**config.mk**
```make
export PLATFORM = sky130hd
export DESIGN_NAME = mux_arbiter_2x1
export DESIGN_NICKNAME = d
export VERILOG_FILES = /design/src/rtl/mux_arbiter_2x1.sv
export SDC_FILE = /design/constraint.sdc
export NUM_CORES = 1
export LEC_CHECK = 0
export CORE_MARGIN = 1.5
export CORE_UTILIZATION = 38
export DETAILED_ROUTE_END_ITERATION = 16
export PLACE_DENSITY = 0.86
export SLEW_MARGIN = 10
export SYNTH_ARGS = -nofsm -noshare
export SYNTH_HDL_FRONTEND = slang
export SYNTH_SLANG_ARGS = --single-unit
```
**constraint.sdc**
```tcl
create_clock -name clk -period 2.5 [get_ports clk]
set_input_delay 0.5 -clock clk [delete_from_list [all_inputs] [get_ports clk]]
set_output_delay 0.5 -clock clk [all_outputs]
set_load 0.05 [all_outputs]
```
**src/rtl/mux_arbiter_2x1.sv**
```systemverilog
// Two-requester valid/ready arbiter feeding one registered output slot.
// Round-robin or fixed-priority ties; one word per cycle when the consumer keeps up.
module mux_arbiter_2x1 #(
  parameter int DATA_W = 32
) (
  input  logic              clk,
  input  logic              rst_n,
  input  logic              i0_valid,
  input  logic [DATA_W-1:0] i0_data,
  output logic              i0_ready,
  input  logic              i1_valid,
  input  logic [DATA_W-1:0] i1_data,
  output logic              i1_ready,
  input  logic              fixed_pri,
  output logic              out_valid,
  output logic [DATA_W-1:0] out_data,
  input  logic              out_ready,
  output logic              out_src,
  output logic              sel
);

  typedef enum logic {EMPTY = 1'b0, FULL = 1'b1} state_t;

  state_t                   state;
  logic                     sel_q;
  logic                     last_src;
  logic                     load_en;
  logic                     xfer;
  logic [1:0]               req;
  logic [1:0][DATA_W-1:0]   dat;

  assign req = {i1_valid, i0_valid};
  assign dat = {i1_data, i0_data};

  always_comb begin
    sel = sel_q;
    unique case (req)
      2'b01:   sel = 1'b0;
      2'b10:   sel = 1'b1;
      2'b11:   sel = fixed_pri ? 1'b0 : ~last_src;
      default: sel = sel_q;
    endcase
  end

  // Whenever any request is up, sel points at a valid requester.
  assign load_en   = ((state == EMPTY) || out_ready) && rst_n;
  assign xfer      = load_en && (|req);
  assign i0_ready  = load_en && req[0] && !sel;
  assign i1_ready  = load_en && req[1] &&  sel;
  assign out_valid = (state == FULL);

  always_ff @(posedge clk) begin
    if (!rst_n) begin
      state    <= EMPTY;
      out_data <= '0;
      out_src  <= 1'b0;
      sel_q    <= 1'b0;
      last_src <= 1'b1;
    end else begin
      sel_q <= sel;
      if (xfer) begin
        out_data <= dat[sel];
        out_src  <= sel;
        last_src <= sel;
      end
      unique case (state)
        EMPTY: if (xfer) state <= FULL;
        FULL:  if (out_ready && !xfer) state <= EMPTY;
        default: state <= EMPTY;
      endcase
    end
  end

endmodule

```
run_1/m1.png
Scale: 4 px per um. Supply wires on this layer in grey.
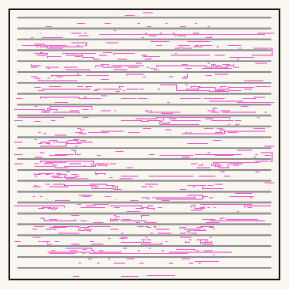
The wires run mostly horizontal. The layer carries 1,460 um of wire.

run_1/clock_wires.png
Scale: 6 px per um.
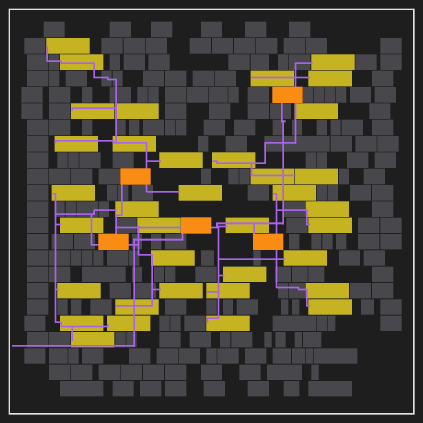
Yellow marks flip-flops, count 36. Orange marks clock-net drivers, count 5. Purple marks clock wires, length 384 um.
There are 6 routed clock nets.

run_1/m3.png
Scale: 8 px per um.
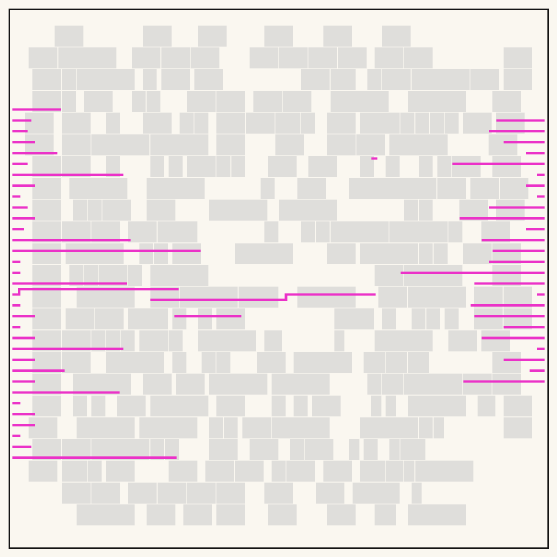
59 nets have wire on it. The wires run mostly horizontal. The longest straight run is 23.2 um. The layer holds 9.3% of the routed length. The layer carries 373 um of wire.

[run 1: cells in the final DEF, fill, tap and decap left out, types with 2 or more instances in the layout]
cell / count
clkdlybuf4s50_1: 103
dfxtp_1: 36
mux2i_1: 32
nand3_1: 32
o21ai_1: 25
o21ai_0: 6
clkbuf_8: 5
buf_12: 5
buf_4: 4
nand2_1: 3
o21ai_2: 3
nor2_1: 2
inv_1: 2
a21oi_1: 2
[run 1: routing by layer]
metal,global-route usage,share of wire
met4,0.05357,0.0085
met1,0.1712,0.37
met2,0.3676,0.53
met5,0,0
met3,0.06667,0.093
[run 1: per-stage QoR]
| stage | instance area, sq um | utilization | hold WS, ns |
|---|---|---|---|
| finish | 2810 | 0.7076 | 0.4574 |
| global route | 2810 | 0.7076 | 0.4834 |
| CTS | 2810 | 0.7076 | 0.4609 |
| detailed placement | 2703 | 0.6805 | 0.4514 |
| global placement | 2703 | 0.6805 | 0.4453 |
| floorplan | 1565 | - | 0.4663 |
[run 1: power by group]
| part | internal, mW | total [mW] | switching (mW) | leakage [nW] |
|---|---|---|---|---|
| Clock | 0.296 | 0.483 | 0.188 | 0.0552 |
| Combinational | 0.268 | 0.607 | 0.339 | 0.726 |
| Sequential | 0.633 | 0.661 | 0.0279 | 0.299 |
| Total | 1.20 | 1.75 | 0.555 | 1.08 |
[run 1: flip-flops by register name (all words and copies together), names as in the netlist]
signal / flops
out_data: 32
last_src: 1
out_src: 1
out_valid: 1
sel_q: 1
[run 1: cell families after synthesis]
family / after synthesis
simple gates: 43
compound gates: 37
flops: 36
mux: 32
buf+inv: 16
[run 1: how the worst max path moves through the flow]
stage	slack [ns]	depth (start not counted)	start	endpoint
6_report	0.14	4	i1_valid	sel
5_1_grt	0.10	4	i1_valid	sel
4_1_cts	0.13	4	i1_valid	sel
3_5_place_dp	0.14	4	i1_valid	sel
3_3_place_gp	0.17	4	i1_valid	sel
2_1_floorplan	0.55	3	fixed_pri	sel
[run 1: worst min-delay path: stages, from the launching register on]
cell     delay, ns
dfxtp_1       0.31
nand3_1       0.05
o21ai_1       0.05
[run 1: area by class of cell]
cell class                 instances  share of cell area
clock buffer                       6             0.02582
clock inverter                     2             0.01247
inverter                           2            0.002671
multi-input combinational        112              0.2671
sequential                        36              0.2565
tap                               50             0.02226
timing repair buffer             112              0.4132
==> results_dict.tcl, run 1 <==
# metrics dict for downstream scripts
set metrics [dict create \
    yosys-top-cells-count "dfxtp_1 (36), mux2i_1 (32), nand3_1 (32)" \
    ant_nets 0 \
    dp.cells 312 \
    ir_drop_mv 0.3479 \
    critPathKind "in2out" \
    pin_count 107 \
    worstPathRequired_ns 2.00 \
    final_layout_size_suffix_gt1_frac 0.07407 \
    finalNonFillerCells 320 \
    wl_per_cell_um 12.48 \
    p_per_area_nw_per_um2 623.3 \
    critPathSlowestCell "clkdlybuf4s50_1" \
    worst_ep_arrival_time_ns 1.86 \
    nFillCells 327 \
    area_leaders "dfxtp_1 (46%), mux2i_1 (20%), nand3_1 (10%)" \
    setup_tns_ns 0 \
    min_to "out_data[28]" \
    hp-start "out_data[28]" \
    cp_max_fo 3 \
    simple_gate_area_frac 0.1423 \
    antenna_found_initial 0 \
    dpl.hpwl_mm 3.156 \
    cts_buffers 5 \
    fa_ha_area_frac 0 \
    max_slew.worst_pin.slew_ns 0.5245 \
    ys_area_sq_um 1565 \
    rows 23 \
    wirelength_mm 3.992 \
    ff2ff_path_depth 5 \
    synth_top_flop_cell "dfxtp_1" \
    clkSinkCount 36 \
    power_mw 1.752 \
    grt_start_max_net_pins 36 \
    status "completed" \
    min_path_type "reg2reg" \
    synth_area_sq_um 1565 \
    reg2reg_slack_ns 0.80 \
    ys_sh_mux 0.2046 \
    grt_usage 0.1839 \
    synthCells 164 \
    synth.largest_area_cell "dfxtp_1" \
    vias 1551 \
    crit_buf_inv 2 \
    design.core.area_sq_um 3971 \
    htree_levels 2 \
    critPathTopFamily "buffers and inverters" \
    worst_slack_ns 0.1410 \
    postSynthNetCount 234 \
    rr_endpoint "out_data[11]" \
    worstPathCellList "clkdlybuf4s50_1, or3b_1, a21oi_4, buf_12" \
    topCombFamilyByArea "multiplexers" \
    critPathMaxStageDelay_ns 0.47 \
    area_growth_pct 79.54 \
    chipArea_sq_um 4513 \
    final-setup-viol-count 0 \
    synth_seq_share 0.4604 \
    die_h_um 67.18 \
    edf_count 0 \
    gp_congestion 0.7461 \
    rsz0062_at_grt "no" \
    synth_top_area_share 0.4604 \
    ys_cells 164 \
    fmax_mhz 423.9 \
]
==> run 2: changes to the inputs <==
--- a/config.mk
+++ b/config.mk
@@ -5,10 +5,12 @@
 export SDC_FILE = /design/constraint.sdc
 export NUM_CORES = 1
 export LEC_CHECK = 0
+export CORE_ASPECT_RATIO = 1.5
 export CORE_MARGIN = 1.5
 export CORE_UTILIZATION = 38
 export DETAILED_ROUTE_END_ITERATION = 16
 export PLACE_DENSITY = 0.86
+export SETUP_SLACK_MARGIN = 0.02
 export SLEW_MARGIN = 10
 export SYNTH_ARGS = -nofsm -noshare
 export SYNTH_HDL_FRONTEND = slang
run_2/clock_nets.png
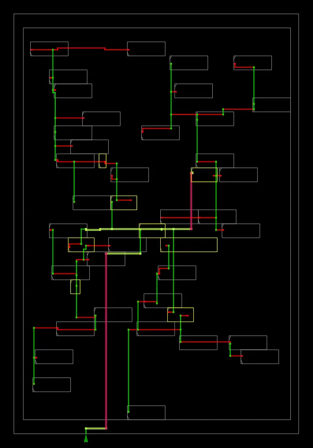
# clock sinks: 36
Clock Skew: 0.005853 ns
seq_cells: 36
Clk Latency, worst-skew pair: 0.28 ns

run_2/m1.png
Scale: 3 px per um. Supply wires on this layer in grey.
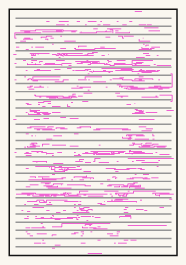
The layer holds 32% of the routed length. The wires run mostly horizontal.

==> run 2 against run 1 <==
  * Clock power is 2% higher
  * Sequential share of layout area hardly changed
  * Combinational power is essentially flat
  * Worst setup slack better by 0.0018 ns
  * Count of clock-buffer cells in the layout unchanged
  * Register-to-register slack is essentially flat
  * Sequential cell count unchanged
  * Area after synthesis did not move
  * Clock skew is 0.0011 ns higher
  * Synthesized cell count is the same
  * Total power is 0.63% higher
  * Critical endpoint unchanged
  * Largest cell class unchanged
==> results_dict.tcl, run 2 <==
# metrics dict for downstream scripts
set metrics [dict create \
    status "completed" \
    synth_top_area_share 0.4604 \
    final-setup-viol-count 0 \
    setup_tns_ns 0 \
    area_growth_pct 79.62 \
    die_h_um 81.61 \
    max_slew.worst_pin.slew_ns 0.5289 \
    worst_slack_ns 0.1428 \
    ys_area_sq_um 1565 \
    finalHoldViolations 0 \
    synth.largest_area_cell "dfxtp_1" \
    worstPathRequired_ns 2.00 \
    synth_seq_share 0.4604 \
    wirelength_mm 4.303 \
    p_per_area_nw_per_um2 626.9 \
    fmax_mhz 424.2 \
    synth_area_sq_um 1565 \
    finalClockPeriodUsage 0.9429 \
    wl_per_cell_um 13.62 \
    chipArea_sq_um 4521 \
    largest_register "out_data" \
    grt_usage 0.1944 \
    lay_top_cells "clkdlybuf4s50_1 (103), dfxtp_1 (36), mux2i_1 (32), nand3_1 (32), o21ai_1 (25)" \
    synthCells 164 \
    cp_max_fo 4 \
    htree_levels 2 \
    grt_start_max_net_pins 37 \
    rows 28 \
    cp.depth 4 \
    ir_drop_mv 0.7049 \
    synth_top_flop_cell "dfxtp_1" \
    ys_cells 164 \
    largest_register_ffs 32 \
    postSynthNetCount 234 \
    yosys-top-cells-count "dfxtp_1 (36), mux2i_1 (32), nand3_1 (32)" \
    cts_buffers 5 \
    vias 1596 \
    edf_count 0 \
    gp_congestion 0.7353 \
    antenna_found_initial 0 \
    pin_count 107 \
    critPathTopFamily "buffers and inverters" \
    worst_ep_arrival_time_ns 1.86 \
    rsz0062_at_grt "no" \
    crit_buf_inv 2 \
    ant_nets 0 \
    final_layout_size_suffix_gt1_frac 0.07749 \
    area_leaders "dfxtp_1 (46%), mux2i_1 (20%), nand3_1 (10%)" \
    worstPathCellList "clkdlybuf4s50_1, or3b_1, a21oi_4, buf_12" \
]
run_2/m3.png
Scale: 6 px per um.
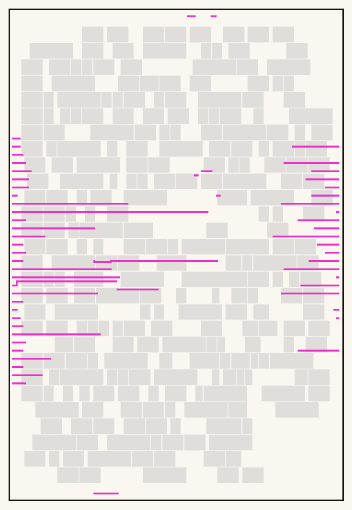
56 nets have wire on it. The wires run mostly horizontal. The layer holds 7.9% of the routed length. The layer carries 338 um of wire.

run 2: per-stage QoR:
stage	total power, mW	instance area, sq um	instances	hold slack [ns]	utilization
finish	1.763	2811	316	0.4558	0.7102
global route	1.839	2811	316	0.4804	0.7102
CTS	1.786	2811	316	0.4612	0.7102
detailed placement	1.287	2704	308	0.4517	0.6830
global placement	1.277	2704	308	0.4454	0.6830
floorplan	1.023	1565	164	0.4663	-
run 2: power by group:
part           leakage, nW  internal (mW)  switching [mW]
Combinational        0.731          0.269           0.341
Clock               0.0552          0.296           0.196
Sequential           0.299          0.633          0.0278
run 2: tightest hold or removal path: stages, from the launching register on:
cell and delay, ns:
dfxtp_1 0.31, nand3_1 0.05, o21ai_1 0.05
run 2: cell families (layout without fill, tap and decap cells):
group,after synthesis,after routing,synth area share
AND-OR/OR-AND,37,37,0.1327
buffers and inverters,16,123,0.05995
flip-flops,36,36,0.4604
multiplexers,32,32,0.2046
AND/OR/NAND/NOR,43,43,0.1423
run 2: layer usage:
metal	global-route usage	share of wire
met4	0.08780	0.023
met2	0.4048	0.58
met5	0	0
met3	0.06457	0.079
met1	0.1610	0.32
run 2: cell type report:
cell class | instances | area (sq um)
clock inverter | 2 | 35.03
multi-input combinational | 112 | 750.7
fill | 321 | 1147
timing repair buffer | 113 | 1169
inverter | 2 | 7.507
tap | 45 | 56.30
sequential | 36 | 720.7
clock buffer | 6 | 72.57
run 2: path summary, 6_finish.rpt:
path	to	slack, ns	startpoint
min	out_data[24]	0.46	out_data[24]
max reg2reg	out_data[11]	0.80	last_src
min reg2reg	out_data[24]	0.46	out_data[24]
max	sel	0.14	i1_valid
==> run 3: changes to the inputs <==
--- a/config.mk
+++ b/config.mk
@@ -7,9 +7,10 @@
 export LEC_CHECK = 0
 export CORE_ASPECT_RATIO = 1.5
 export CORE_MARGIN = 1.5
-export CORE_UTILIZATION = 38
+export CORE_UTILIZATION = 39
+export CTS_BUF_LIST = sky130_fd_sc_hd__clkbuf_4 sky130_fd_sc_hd__clkbuf_8
 export DETAILED_ROUTE_END_ITERATION = 16
-export PLACE_DENSITY = 0.86
+export PLACE_DENSITY = 0.87
 export SETUP_SLACK_MARGIN = 0.02
 export SLEW_MARGIN = 10
 export SYNTH_ARGS = -nofsm -noshare
==> run 3 against run 2 <==
  * Area after synthesis did not move
  * Clock skew shrank 0.0017 ns
  * Sequential cell count unchanged
  * Sequential power about the same
  * Sequential share of layout area rose by 0.16 points
  * Critical path depth stayed put
  * Die area is 2.4% lower
  * Cell area shrank 0.62%
  * Synthesized cell count is the same
  * Critical path type unchanged
  * Critical endpoint unchanged
==> results_dict.tcl, run 3 <==
# metrics dict for downstream scripts
set metrics [dict create \
    ff2ff_path_depth 5 \
    ir_drop_mv 0.4753 \
    cp.depth 4 \
    htree_levels 2 \
    pin_count 107 \
    area_leaders "dfxtp_1 (46%), mux2i_1 (20%), nand3_1 (10%)" \
    ant_nets 0 \
    gp_congestion 0.6981 \
    grt_usage 0.1894 \
    chipArea_sq_um 4410 \
    largest_register "out_data" \
    yosys-top-cells-count "dfxtp_1 (36), mux2i_1 (32), nand3_1 (32)" \
    dp.cells 307 \
    critPathTopFamily "buffers and inverters" \
    max_slew.worst_pin.slew_ns 0.5258 \
    ys_area_sq_um 1565 \
    critPathKind "in2out" \
    r2r-start "last_src" \
    rr_endpoint "out_data[21]" \
    finalNonFillerCells 315 \
    antenna_found_initial 0 \
    dpl.hpwl_mm 3.265 \
    fin_util 0.7185 \
    hold_ws_ns 0.4572 \
    critPathSlowestCell "clkdlybuf4s50_1" \
    clkSinkCount 36 \
    wl_per_cell_um 13.30 \
    rows 28 \
    setup_tns_ns 0 \
    status "completed" \
    place_area_sq_um 2696 \
    endpoint "sel" \
    cp_max_fo 3 \
    p_per_area_nw_per_um2 609.0 \
    synth_seq_share 0.4604 \
    die_h_um 80.59 \
    worstPathCellList "clkdlybuf4s50_1, or3b_1, a21oi_4, buf_12" \
    wirelength_mm 4.188 \
    lay_top_cells "clkdlybuf4s50_1 (103), dfxtp_1 (36), mux2i_1 (32), nand3_1 (32), o21ai_1 (25)" \
]
==> run 3: cell counts after synthesis <==
Identical to the previous run, type by type.
==> run 3: routing by layer <==
metal	wire, um	vias up	global-route usage
li1	-	797	-
met1	1484	735	0.1632
met2	2337	59	0.3667
met3	330	4	0.07435
met4	36	0	0.06000
met5	0	-	0
==> run 3: worst min path at each step <==
stage,endpoint,from
6_report,out_data[26],out_data[26]
5_1_grt,out_data[1],out_data[1]
4_1_cts,out_data[25],out_data[25]
3_5_place_dp,out_src,out_src
3_3_place_gp,out_data[2],out_data[2]
2_1_floorplan,last_src,last_src
==> run 3: cell families after synthesis <==
kind of cell | synth area share
flops | 0.4604
buf+inv | 0.05995
simple gates | 0.1423
mux | 0.2046
compound gates | 0.1327
==> run 3: area by class of cell <==
class | count | area [sq um]
Inverter | 2 | 7.507
Clock buffer | 8 | 97.59
Sequential cell | 36 | 720.7
Timing Repair Buffer | 112 | 1161
Multi-Input combinational cell | 112 | 750.7
Tap cell | 45 | 56.30
Fill cell | 293 | 1095
==> run 3: tightest hold or removal path, cell delays in order (launching register included) <==
cell     delay [ns]
dfxtp_1        0.31
nand3_1        0.05
o21ai_1        0.05
==> run 3: power by group <==
group	total [mW]	internal, mW	leakage, nW	switching [mW]
clock network	0.431	0.246	0.0523	0.185
logic	0.609	0.268	0.726	0.341
registers	0.661	0.633	0.299	0.0280
==> run 3: through the flow <==
stage	worst slack [ns]	total power, mW
4_1_cts	0.1672	1.723
3_5_place_dp	0.1727	1.287
3_3_place_gp	0.1777	1.274
2_1_floorplan	0.5542	1.023
6_report	0.1758	1.702
5_1_grt	0.1112	1.781
run_3/m3.png
Scale: 6 px per um.
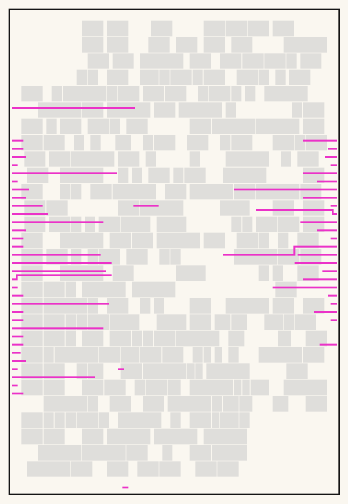
The layer holds 7.9% of the routed length. The longest straight run is 20.2 um. The wires run mostly horizontal. 58 nets have wire on it. The layer carries 331 um of wire.

run_3/clock_nets.png
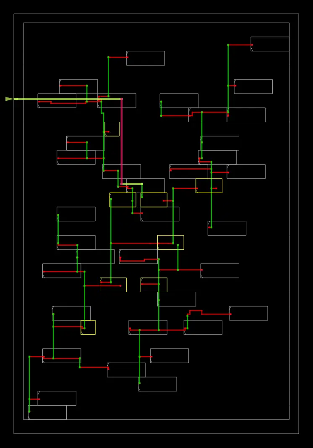
clkbuf count: 8
Clk Latency, worst-skew pair: 0.27 ns
P_clk: 0.431 mW
CTS Buf Count: 5
Clock Skew: 0.004114 ns

run_3/m1.png
Scale: 3 px per um. Supply wires on this layer in grey.
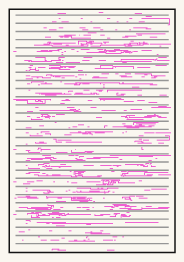
The layer carries 1,480 um of wire. The layer holds 35% of the routed length.

Power is estimated from default activity; no workload was simulated.
